==> images/clock_map.png <==
The bar under the picture is 50 um long.
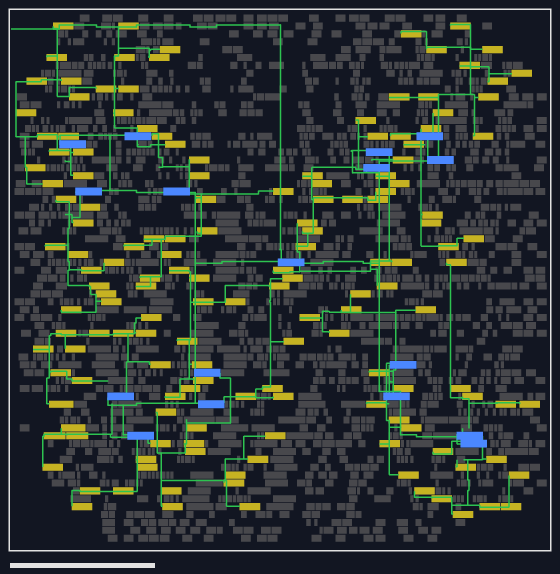
==> images/final_clocks.png <==
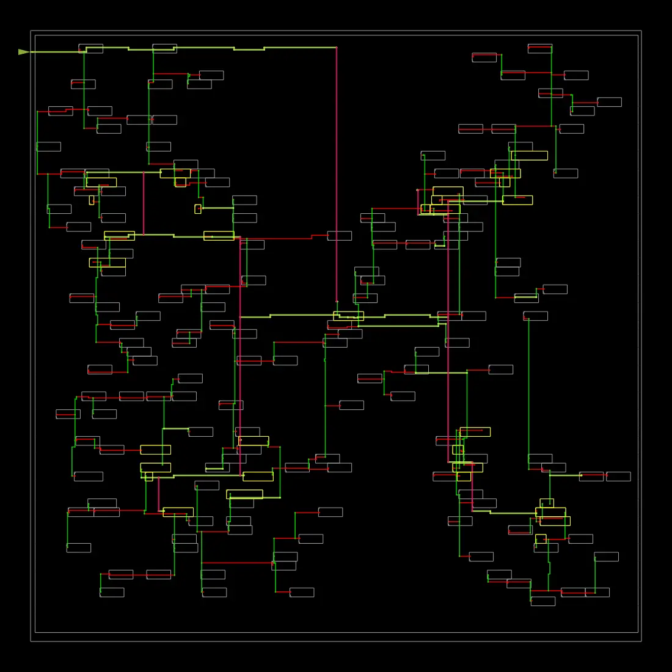
--- config.mk ---
export PLATFORM = sky130hd
export DESIGN_NAME = rf_wb_queue_flat
export DESIGN_NICKNAME = d
export VERILOG_FILES = /design/src/rtl/rf_wb_queue_pkg.sv /design/src/rtl/rf_wb_queue_if.sv /design/src/rtl/rf_wb_queue_fifo.sv /design/src/rtl/rf_wb_queue.sv /design/src/flat_wrapper.sv
export SDC_FILE = /design/constraint.sdc
export NUM_CORES = 1
export LEC_CHECK = 0
export CORE_MARGIN = 1
export CORE_UTILIZATION = 43
export DETAILED_ROUTE_END_ITERATION = 10
export MAX_ROUTING_LAYER = met4
export PLACE_DENSITY_LB_ADDON = 0.1
export SETUP_SLACK_MARGIN = 0.1
export SYNTH_ARGS = -nofsm -noshare
export SYNTH_HDL_FRONTEND = slang
export SYNTH_HIERARCHICAL = 1
export SYNTH_SLANG_ARGS = --single-unit
--- constraint.sdc ---
create_clock -name clk -period 10.7 [get_ports clk]
set_input_delay 2.14 -clock clk [delete_from_list [all_inputs] [get_ports clk]]
set_output_delay 2.14 -clock clk [all_outputs]
set_load 0.005 [all_outputs]
--- src/rtl/rf_wb_queue_pkg.sv ---
// rf_wb_queue shared definitions.
// Default geometry for the writeback queue and its entry layout.
package rf_wb_queue_pkg;

  localparam int WB_DEPTH = 4;
  localparam int WB_AW    = 5;
  localparam int WB_DW    = 32;
  localparam int WB_EW    = WB_AW + WB_DW;

endpackage

--- src/rtl/rf_wb_queue_if.sv ---
// rf_wb_queue bus bundle.
// Producer ports, register file write port and forwarding lookups.
interface rf_wb_queue_if #(
  parameter int AW = 5,
  parameter int DW = 32
);

  logic          alu_valid;
  logic          alu_ready;
  logic [AW-1:0] alu_rd;
  logic [DW-1:0] alu_wd;
  logic          md_valid;
  logic          md_ready;
  logic [AW-1:0] md_rd;
  logic [DW-1:0] md_wd;
  logic [AW-1:0] A3;
  logic [DW-1:0] WD;
  logic          RFWr;
  logic [AW-1:0] q1_addr;
  logic [AW-1:0] q2_addr;
  logic          q1_hit;
  logic          q2_hit;
  logic [DW-1:0] q1_data;
  logic [DW-1:0] q2_data;
  logic          empty;

  modport slave (
    input  alu_valid, alu_rd, alu_wd,
    input  md_valid, md_rd, md_wd,
    input  q1_addr, q2_addr,
    output alu_ready, md_ready,
    output A3, WD, RFWr,
    output q1_hit, q2_hit, q1_data, q2_data,
    output empty
  );

  modport master (
    output alu_valid, alu_rd, alu_wd,
    output md_valid, md_rd, md_wd,
    output q1_addr, q2_addr,
    input  alu_ready, md_ready,
    input  A3, WD, RFWr,
    input  q1_hit, q2_hit, q1_data, q2_data,
    input  empty
  );

endinterface

--- src/rtl/rf_wb_queue_fifo.sv ---
// Dual-push single-pop circular buffer.
// Storage and valid mask are exposed for forwarding scans.
module rf_wb_queue_fifo #(
  parameter  int DEPTH = 4,
  parameter  int EW    = 37,
  localparam int PW    = $clog2(DEPTH),
  localparam int CW    = PW + 1
) (
  input  logic          clk,
  input  logic          rst,
  input  logic          wr0_en,
  input  logic [EW-1:0] wr0_data,
  input  logic          wr1_en,
  input  logic [EW-1:0] wr1_data,
  output logic [EW-1:0] mem [DEPTH],
  output logic [DEPTH-1:0] valid,
  output logic [PW-1:0] wptr,
  output logic [CW-1:0] count,
  output logic          empty,
  output logic [EW-1:0] head
);

  logic [PW-1:0] rptr;
  logic [CW-1:0] n_push;
  logic          pop;

  assign empty  = (count == '0);
  assign pop    = !empty;
  assign n_push = CW'(wr0_en) + CW'(wr1_en);
  assign head   = mem[rptr];

  // pointer and occupancy update; head always retires when present
  always_ff @(posedge clk) begin
    if (rst) begin
      rptr  <= '0;
      wptr  <= '0;
      count <= '0;
    end else begin
      rptr  <= rptr + PW'(pop);
      wptr  <= wptr + PW'(n_push);
      count <= count + n_push - CW'(pop);
    end
  end

  // storage writes; stale slots are hidden by the valid mask
  always_ff @(posedge clk) begin
    if (wr0_en) mem[wptr] <= wr0_data;
    if (wr1_en) mem[wptr + PW'(1)] <= wr1_data;
  end

  // slot is live when its distance from rptr is below count
  always_comb begin
    logic [PW-1:0] age;
    age   = '0;
    valid = '0;
    for (int i = 0; i < DEPTH; i++) begin
      age      = PW'(i) - rptr;
      valid[i] = ({1'b0, age} < count);
    end
  end

endmodule

--- src/rtl/rf_wb_queue.sv ---
// Writeback queue in front of the register file write port.
// Merges ALU and mul/div results in order and forwards queued data.
module rf_wb_queue
  import rf_wb_queue_pkg::*;
#(
  parameter int DEPTH = WB_DEPTH,
  parameter int AW    = WB_AW,
  parameter int DW    = WB_DW
) (
  input logic          clk,
  input logic          rst,
  rf_wb_queue_if.slave bus
);

  localparam int EW = AW + DW;
  localparam int PW = $clog2(DEPTH);
  localparam int CW = PW + 1;

  logic [EW-1:0]    mem [DEPTH];
  logic [DEPTH-1:0] valid;
  logic [PW-1:0]    wptr;
  logic [CW-1:0]    count;
  logic [CW-1:0]    free;
  logic             empty;
  logic [EW-1:0]    head;
  logic             alu_push;
  logic             md_push;
  logic             wr0_en;
  logic             wr1_en;
  logic [EW-1:0]    wr0_data;
  logic [EW-1:0]    wr1_data;
  logic [AW-1:0]    qa [2];
  logic             qh [2];
  logic [DW-1:0]    qd [2];

  // the head retiring this cycle frees its slot for a new push
  assign free = CW'(DEPTH) - count + CW'(!empty);

  assign bus.alu_ready = (free >= CW'(1));
  assign bus.md_ready  = (free >= CW'(2));

  // r0 results complete the handshake but are dropped
  assign alu_push = bus.alu_valid && bus.alu_ready
                 && (bus.alu_rd != '0);
  assign md_push  = bus.md_valid && bus.md_ready
                 && (bus.md_rd != '0);

  // ALU goes first; mul/div takes the second slot when both push
  always_comb begin
    wr0_en   = alu_push || md_push;
    wr1_en   = alu_push && md_push;
    wr0_data = alu_push ? {bus.alu_rd, bus.alu_wd}
                        : {bus.md_rd, bus.md_wd};
    wr1_data = {bus.md_rd, bus.md_wd};
  end

  rf_wb_queue_fifo #(
    .DEPTH (DEPTH),
    .EW    (EW)
  ) u_fifo (
    .clk      (clk),
    .rst      (rst),
    .wr0_en   (wr0_en),
    .wr0_data (wr0_data),
    .wr1_en   (wr1_en),
    .wr1_data (wr1_data),
    .mem      (mem),
    .valid    (valid),
    .wptr     (wptr),
    .count    (count),
    .empty    (empty),
    .head     (head)
  );

  assign bus.RFWr  = !empty;
  assign bus.A3    = empty ? '0 : head[EW-1:DW];
  assign bus.WD    = empty ? '0 : head[DW-1:0];
  assign bus.empty = empty;

  assign qa[0] = bus.q1_addr;
  assign qa[1] = bus.q2_addr;

  for (genvar p = 0; p < 2; p++) begin : g_scan
    logic          hit;
    logic [DW-1:0] data;

    // walk oldest to youngest so the youngest match wins
    always_comb begin
      logic [PW-1:0] idx;
      idx  = '0;
      hit  = 1'b0;
      data = '0;
      for (int k = DEPTH - 1; k >= 0; k--) begin
        idx = wptr - PW'(k) - PW'(1);
        if (valid[idx] && (qa[p] != '0)
            && (mem[idx][EW-1:DW] == qa[p])) begin
          hit  = 1'b1;
          data = mem[idx][DW-1:0];
        end
      end
    end

    assign qh[p] = hit;
    assign qd[p] = data;
  end

  assign bus.q1_hit  = qh[0];
  assign bus.q2_hit  = qh[1];
  assign bus.q1_data = qd[0];
  assign bus.q2_data = qd[1];

endmodule

--- src/flat_wrapper.sv ---
// flat-port wrapper written by rule: the top's interface ports become plain ports
module rf_wb_queue_flat import rf_wb_queue_pkg::*;
#(
  parameter int DEPTH = WB_DEPTH,
  parameter int AW    = WB_AW,
  parameter int DW    = WB_DW
)
  (clk, rst, bus_alu_valid, bus_alu_rd, bus_alu_wd, bus_md_valid, bus_md_rd, bus_md_wd, bus_q1_addr, bus_q2_addr, bus_alu_ready, bus_md_ready, bus_A3, bus_WD, bus_RFWr, bus_q1_hit, bus_q2_hit, bus_q1_data, bus_q2_data, bus_empty);
  rf_wb_queue_if #(.AW(AW), .DW(DW)) bus_i ();
  input logic clk;
  input logic rst;
  input wire logic [$bits(bus_i.alu_valid)-1:0] bus_alu_valid;
  input wire logic [$bits(bus_i.alu_rd)-1:0] bus_alu_rd;
  input wire logic [$bits(bus_i.alu_wd)-1:0] bus_alu_wd;
  input wire logic [$bits(bus_i.md_valid)-1:0] bus_md_valid;
  input wire logic [$bits(bus_i.md_rd)-1:0] bus_md_rd;
  input wire logic [$bits(bus_i.md_wd)-1:0] bus_md_wd;
  input wire logic [$bits(bus_i.q1_addr)-1:0] bus_q1_addr;
  input wire logic [$bits(bus_i.q2_addr)-1:0] bus_q2_addr;
  output wire logic [$bits(bus_i.alu_ready)-1:0] bus_alu_ready;
  output wire logic [$bits(bus_i.md_ready)-1:0] bus_md_ready;
  output wire logic [$bits(bus_i.A3)-1:0] bus_A3;
  output wire logic [$bits(bus_i.WD)-1:0] bus_WD;
  output wire logic [$bits(bus_i.RFWr)-1:0] bus_RFWr;
  output wire logic [$bits(bus_i.q1_hit)-1:0] bus_q1_hit;
  output wire logic [$bits(bus_i.q2_hit)-1:0] bus_q2_hit;
  output wire logic [$bits(bus_i.q1_data)-1:0] bus_q1_data;
  output wire logic [$bits(bus_i.q2_data)-1:0] bus_q2_data;
  output wire logic [$bits(bus_i.empty)-1:0] bus_empty;
  assign bus_i.alu_valid = bus_alu_valid;
  assign bus_i.alu_rd = bus_alu_rd;
  assign bus_i.alu_wd = bus_alu_wd;
  assign bus_i.md_valid = bus_md_valid;
  assign bus_i.md_rd = bus_md_rd;
  assign bus_i.md_wd = bus_md_wd;
  assign bus_i.q1_addr = bus_q1_addr;
  assign bus_i.q2_addr = bus_q2_addr;
  assign bus_alu_ready = bus_i.alu_ready;
  assign bus_md_ready = bus_i.md_ready;
  assign bus_A3 = bus_i.A3;
  assign bus_WD = bus_i.WD;
  assign bus_RFWr = bus_i.RFWr;
  assign bus_q1_hit = bus_i.q1_hit;
  assign bus_q2_hit = bus_i.q2_hit;
  assign bus_q1_data = bus_i.q1_data;
  assign bus_q2_data = bus_i.q2_data;
  assign bus_empty = bus_i.empty;
  rf_wb_queue #(.DEPTH(DEPTH), .AW(AW), .DW(DW)) u_core (.clk(clk), .rst(rst), .bus(bus_i));
endmodule
==> flow_summary.yaml <==
# generated from flow reports
logic_synthesis:
  ys_ff: 155
  flop_cell: "dfxtp_1"
  synthCells: 1826
  ys_chip_area_mm2: 0.0146
  mappedNetlistNets: 1927
  post_synth_edffs: 0
timing:
  timing.slew.headroom_pct: 19.9
  min_period_over_period_pct: 78.5
  final-setup-viol-count: 0
  fin_ws_ns: 2.30
  finalCriticalPeriod_ns: 8.40
  timing.clock.skew_ns: 0.0130
global_routing:
  grt_use_total_pct: 32.3
  grt_max_degree: 89
  first_global_vias: 13700
  number_of_antenna_violations_at_the_first_check_in_global_routing: 0
die:
  core_util_floorplan_pct: 43.6
  die-area_mm2: 0.0347
  fp.dieW_um: 186
  core_region_area_mm2: 0.0335
worst_setup_path:
  worst_setup_path_endpoint: "bus_q1_data[7]"
  timing.critical_path.cells: "clkdlybuf4s50_1 > nor4_1 > nand2_1 > nand3_1 > buf_4 > or2_1 > buf_4 > a31oi_1 > o211ai_2 > clkdlybuf4s50_1"
  r2r.worst_path.cells: 18
  r2r_setup_slk_ns: 6.15
  crit_slowest_cell: "or2_1"
  critical_path_startpoint_category: "input pin"
  critical_path_arrival_ns: 6.26
  critical_path_capture_point_type: "output port"
detailed_routing:
  dr.pass1.iters: 6
  drt-vias-per-instance: 6.37
status:
  run_status: "finished, final reports clean"
cells_and_area:
  postLayoutCellArea_mm2: 0.0170
  antennaDiodeCount: 0
  final_layout_size_suffix_gt1_share_pct: 14.4
run:
  tool_warnings: 27
cts:
  cts_root_buffer: "clkbuf_16"
  clockBufferDepth: 2
placement:
  hpwlAfterDp_mm: 35.8
min_path:
  min_to: "u_core/u_fifo/mem[46]"
  min-delay-path-class: "register to register"
power_and_ir_drop:
  worst_ir_drop_vdd_mv: 0.236
-- clock_map.png (at the start) --
legend:
  yellow:
    item: flip-flops
    count: 155
  green:
    item: clock wires
    length: 2570 um
  blue:
    item: cells driving clock nets
    count: 17
routed clock nets: 18
flops lie: widely spread

-- final_clocks.png (at the start) --
clock sink count: 155
CTS Buf Count: 17

-- critical path, delay by kind of cell --
kind | cells | cell delay (ns)
buffers and inverters | 4 | 1.93
AND/OR/NAND/NOR | 4 | 1.77
AND-OR/OR-AND | 2 | 0.41
-- sequential cells by signal, indices dropped and copies added (netlist names) --
name and flops:
u_core/u_fifo/count 3, u_core/u_fifo/mem 148, u_core/u_fifo/rptr 2, u_core/u_fifo/wptr 2
-- cells in the mapped netlist, types with 17 or more instances --
library cell  count  area [um^2]
or4_1            23          173
and2_1           22          138
nor2b_1          63          394
nor2_1          178          668
xnor2_1          32          280
buf_2            82          410
nor3b_1          31          233
nor3_1           45          225
a31oi_1         180         1130
nand4_1          17          106
dfxtp_1         155         3100
a21oi_1          68          340
mux2_2           60          676
a221oi_1         32          280
o22ai_1          32          200
inv_1            24         90.1
o21ai_0          55          275
nand2_1         355         1330
clkbuf_1         73          274
mux4_2           94         2120
o221ai_2         19          285
mux2i_1          46          460
-- cell type report --
cell class	instances	area (um^2)
fillers	3238	16500
clock buffers	19	454
well taps	448	561
inverters	25	93.8
flip-flops and latches	155	3110
multi-input cells	1457	10500
clock inverters	13	175
repair buffers	225	2170
-- cell families (layout without fill, tap and decap cells) --
logic type,Yosys count,count (layout),synth area share [%]
DFF,155,155,21.2
buffers and inverters,214,282,7.46
xor gates and xnor gates,45,45,2.75
adders and majority gates,13,13,1.16
AOI/OAI and AO/OA,407,407,18.6
and+or+nand+nor,783,783,24.9
muxes,209,209,23.9
-- per-layer routing --
metal	vias to the layer above	wire, um	track usage (%)
li1	6809	-	-
met1	7156	23700	43.6
met2	854	24900	48.9
met3	102	5160	5.76
met4	0	1440	10.2
met5	-	0	-
-- power by group --
part	internal (uW)	switching (uW)
combinational	1980	2400
sequential	908	416
clock	388	294
Power and IR drop assume default switching activity.
